### Placed cells, one colour a class

(2 px per um)
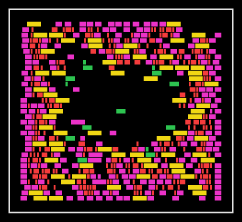
### Routed metal, one colour a layer

(3 px per um) Two of the layers only.
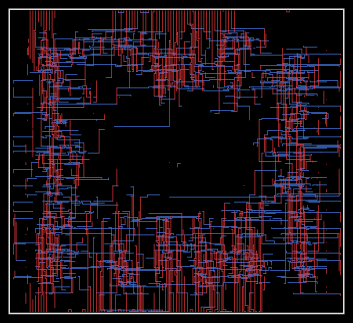
===== config.mk =====
export PLATFORM = sky130hd
export DESIGN_NAME = bus_arb_n
export DESIGN_NICKNAME = d
export VERILOG_FILES = /design/src/rtl/bus_arb_n.sv
export SDC_FILE = /design/constraint.sdc
export NUM_CORES = 1
export LEC_CHECK = 0
export CAP_MARGIN = 0
export CORE_ASPECT_RATIO = 0.9
export CORE_MARGIN = 5
export CORE_UTILIZATION = 35
export CTS_CLUSTER_DIAMETER = 40
export DETAILED_ROUTE_END_ITERATION = 10
export PLACE_DENSITY = 0.87
export RECOVER_POWER = 100
export SYNTH_ARGS = -nofsm -noshare
export SYNTH_HDL_FRONTEND = slang
export SYNTH_SLANG_ARGS = --single-unit

===== constraint.sdc =====
create_clock -name wb_clk -period 2.3 [get_ports wb_clk]
set_clock_uncertainty 0.15 [all_clocks]
set_input_delay 0.23 -clock wb_clk [delete_from_list [all_inputs] [get_ports wb_clk]]
set_output_delay 0.23 -clock wb_clk [all_outputs]
set_load 0.02 [all_outputs]

===== src/rtl/bus_arb_n.sv =====
// ---------------------------------------------------------------------------
// bus_arb_n
//
// N-port Wishbone-style bus arbiter. Several masters share one slave. One
// master is granted at a time, and it keeps the grant until the slave acks.
// Arbitration is either fixed priority (port 0 highest) or round-robin.
// The winner's request (we/adr/dat) is latched at grant time, so the slave
// sees a stable request even if masters change their outputs during the
// cycle.
//
// Ports
//   wb_clk  - system clock, rising edge
//   wb_rst  - synchronous active-high reset
//   m_cyc   - [N]          per-master cycle request
//   m_we    - [N]          per-master write enable
//   m_adr   - [N*ADDR_W]   packed addresses, port i at [i*ADDR_W +: ADDR_W]
//   m_dat   - [N*DATA_W]   packed write data
//   m_ack   - [N]          per-master ack (one-hot or zero)
//   m_rdt   - [DATA_W]     shared read data, valid with m_ack
//   x_cyc   - slave cycle request
//   x_we    - slave write enable
//   x_adr   - [ADDR_W] slave address
//   x_dat   - [DATA_W] slave write data
//   x_ack   - slave ack
//   x_rdt   - [DATA_W] slave read data
//   busy    - grant currently held
//   grant   - [$clog2(N)] index of current or last granted port
// ---------------------------------------------------------------------------
module bus_arb_n #(
    parameter int N           = 2,
    parameter int ADDR_W      = 32,
    parameter int DATA_W      = 32,
    parameter int ROUND_ROBIN = 0
) (
    input  logic                  wb_clk,
    input  logic                  wb_rst,
    input  logic [N-1:0]          m_cyc,
    input  logic [N-1:0]          m_we,
    input  logic [N*ADDR_W-1:0]   m_adr,
    input  logic [N*DATA_W-1:0]   m_dat,
    output logic [N-1:0]          m_ack,
    output logic [DATA_W-1:0]     m_rdt,
    output logic                  x_cyc,
    output logic                  x_we,
    output logic [ADDR_W-1:0]     x_adr,
    output logic [DATA_W-1:0]     x_dat,
    input  logic                  x_ack,
    input  logic [DATA_W-1:0]     x_rdt,
    output logic                  busy,
    output logic [$clog2(N)-1:0]  grant
);

    localparam int GW = $clog2(N);

    typedef enum logic {
        IDLE = 1'b0,
        OWN  = 1'b1
    } state_t;

    state_t              state_q, state_d;
    logic [GW-1:0]       grant_q, grant_d;
    logic [GW-1:0]       last_q,  last_d;
    logic                we_q,    we_d;
    logic [ADDR_W-1:0]   adr_q,   adr_d;
    logic [DATA_W-1:0]   dat_q,   dat_d;
    logic                aband_q, aband_d;

    logic                win_found;
    logic [GW-1:0]       win_idx;
    logic [GW-1:0]       cand;

    // Winner selection. Both loops run from the lowest-preference candidate
    // to the highest, so the last hit is the winner.
    always_comb begin
        win_found = 1'b0;
        win_idx   = '0;
        cand      = '0;
        if (ROUND_ROBIN != 0) begin
            // Search order: last+1, last+2, ... wrapping, ending at last.
            for (int k = N; k >= 1; k--) begin
                cand = GW'((int'(last_q) + k) % N);
                if (m_cyc[cand]) begin
                    win_found = 1'b1;
                    win_idx   = cand;
                end
            end
        end else begin
            for (int i = N - 1; i >= 0; i--) begin
                if (m_cyc[i]) begin
                    win_found = 1'b1;
                    win_idx   = GW'(i);
                end
            end
        end
    end

    // Next-state logic
    always_comb begin
        state_d = state_q;
        grant_d = grant_q;
        last_d  = last_q;
        we_d    = we_q;
        adr_d   = adr_q;
        dat_d   = dat_q;
        aband_d = aband_q;
        case (state_q)
            IDLE: begin
                aband_d = 1'b0;
                if (win_found) begin
                    state_d = OWN;
                    grant_d = win_idx;
                    last_d  = win_idx;
                    we_d    = m_we[win_idx];
                    adr_d   = m_adr[int'(win_idx)*ADDR_W +: ADDR_W];
                    dat_d   = m_dat[int'(win_idx)*DATA_W +: DATA_W];
                end
            end
            OWN: begin
                // The slave cannot abort. Remember that the owner left so
                // the eventual ack is swallowed instead of reaching a master
                // that is no longer waiting.
                if (!m_cyc[grant_q]) begin
                    aband_d = 1'b1;
                end
                if (x_ack) begin
                    state_d = IDLE;
                end
            end
            default: state_d = IDLE;
        endcase
    end

    always_ff @(posedge wb_clk) begin
        if (wb_rst) begin
            state_q <= IDLE;
            grant_q <= '0;
            last_q  <= GW'(N - 1);
            we_q    <= 1'b0;
            adr_q   <= '0;
            dat_q   <= '0;
            aband_q <= 1'b0;
        end else begin
            state_q <= state_d;
            grant_q <= grant_d;
            last_q  <= last_d;
            we_q    <= we_d;
            adr_q   <= adr_d;
            dat_q   <= dat_d;
            aband_q <= aband_d;
        end
    end

    // Outputs. The ack is routed combinationally, so it is gated with the
    // owner's live m_cyc as well. This covers an owner that drops m_cyc in
    // the same cycle the slave acks.
    always_comb begin
        m_ack = '0;
        if (state_q == OWN && x_ack && m_cyc[grant_q] && !aband_q) begin
            m_ack[grant_q] = 1'b1;
        end
    end

    assign m_rdt = x_rdt;
    assign x_cyc = (state_q == OWN);
    assign busy  = (state_q == OWN);
    assign x_we  = we_q;
    assign x_adr = adr_q;
    assign x_dat = dat_q;
    assign grant = grant_q;

endmodule


==> results_dict.tcl <==
# collected from the flow reports
set metrics [dict create \
    final_max_slew_viol_count 34 \
    synthesis.area_um2 3220 \
    r2r_start "busy" \
    cts_buffer_depth 2 \
    maxCapViolCount 1 \
    critical_path_depth 5 \
    rrSetupSlack_ns 0.36 \
    crit_path_cell_trace "dlygate4sd3_1, o21ba_1, clkbuf_4, nor2_1, a311oi_1" \
    vias 3431 \
    critPathSlowestCell "sky130_fd_sc_hd__dlygate4sd3_1" \
    failed_checks "max-capacitance violations, max-slew violations" \
    tightest_slew_ns 1.58 \
    routedWlPerCell_um 15.2 \
    fin_crit_sh_pct 90.5 \
    horizontal_extent_of_the_die_um 111 \
    grt_antenna_before_repair 0 \
    fin_ws_ns 0.219 \
    design.final.nets 733 \
    worst-setup-path-type "input port to register" \
    run_status "complete, but fails checks" \
    global_route.usage.total_pct 17.9 \
    stdcell_count 691 \
]
-- 'Placed cells, one colour a class' (at the start) --
[sequential cells] yellow | cells: 68 | share of their area: 27%
[clock drivers and dummy loads] green | cells: 14 | share of their area: 3.1%
[combinational and other logic] red | cells: 276 | share of their area: 28%
[remaining buffers and delay cells] magenta | cells: 211 | share of their area: 42%

-- 'Routed metal, one colour a layer' (at the start) --
[metal 2] red | wire length: 5150 um
[metal 1] blue | wire length: 4160 um

kinds of logic (layout without fill, tap and decap cells):
group,count (synthesis),count (layout),synth area share [%]
compound gates,70,70,18.7
buf+inv,72,227,14.7
flops,68,68,42.3
simple gates,204,204,24.2
worst min-delay path by stage:
stage | start | end | cells past startpoint
after CTS | m_dat[48] | x_dat[16] | 3
final | x_rdt[30] | m_rdt[30] | 0
after global placement | x_rdt[11] | m_rdt[11] | 0
after detailed placement | x_rdt[11] | m_rdt[11] | 0
after floorplan | m_cyc[0] | grant | 1
after global routing | m_adr[37] | x_adr[5] | 3
final cells by class:
type / count / area, um2
inverter: 2 / 7.51
sequential: 68 / 1360
clock buffer: 11 / 141
tap: 122 / 153
timing repair buffer: 211 / 2130
multi-input combinational: 274 / 1380
clock inverter: 3 / 15.0
fill: 797 / 3850
worst register-to-register path: stages (launching register included):
cell	delay, ns
sky130_fd_sc_hd__dfxtp_1	0.35
sky130_fd_sc_hd__o21ba_1	0.30
sky130_fd_sc_hd__clkbuf_4	0.60
sky130_fd_sc_hd__nor2_1	0.12
sky130_fd_sc_hd__a311oi_1	0.31
state kept, by name, summed over array words and instances, names as in the netlist:
name	count
grant	1
aband_q	1
x_we	1
busy	1
x_dat	32
x_adr	32
power breakdown:
group,switching [mW],internal [mW]
Combinational,0.462,0.477
Clock,0.419,0.404
Sequential,0.0555,1.30
through the flow:
stage	power [mW]	hold WS (ns)
2_1_floorplan	1.93	0.180
3_3_place_gp	2.36	0.310
3_5_place_dp	2.38	0.310
4_1_cts	3.22	0.291
5_1_grt	3.29	0.300
6_report	3.12	0.310
per-layer routing:
layer	routed length (um)	part of all wire, %
met3	1070	10
met4	143	1.4
met2	5150	49
met5	0	0
met1	4160	40
repair_timing:
action / CTS / global route
setup buffers: 0 / 0
endpoints found under the setup margin: 2 / 0
gates resized: 2 / 0
layout by cell type, fill, tap and decap left out, types with 3 or more instances in the layout:
cell | netlist | final
sky130_fd_sc_hd__nor2_1 | 68 | 68
sky130_fd_sc_hd__clkbuf_8 | 0 | 10
sky130_fd_sc_hd__a311oi_1 | 65 | 65
sky130_fd_sc_hd__buf_12 | 0 | 4
sky130_fd_sc_hd__dlygate4sd3_1 | 0 | 69
sky130_fd_sc_hd__clkdlybuf4s50_1 | 0 | 132
sky130_fd_sc_hd__dfxtp_1 | 68 | 68
sky130_fd_sc_hd__clkinv_2 | 0 | 3
sky130_fd_sc_hd__nand2_1 | 131 | 131
sky130_fd_sc_hd__a21oi_1 | 3 | 3
No activity file was given, so power comes from the tool's default toggle rates.
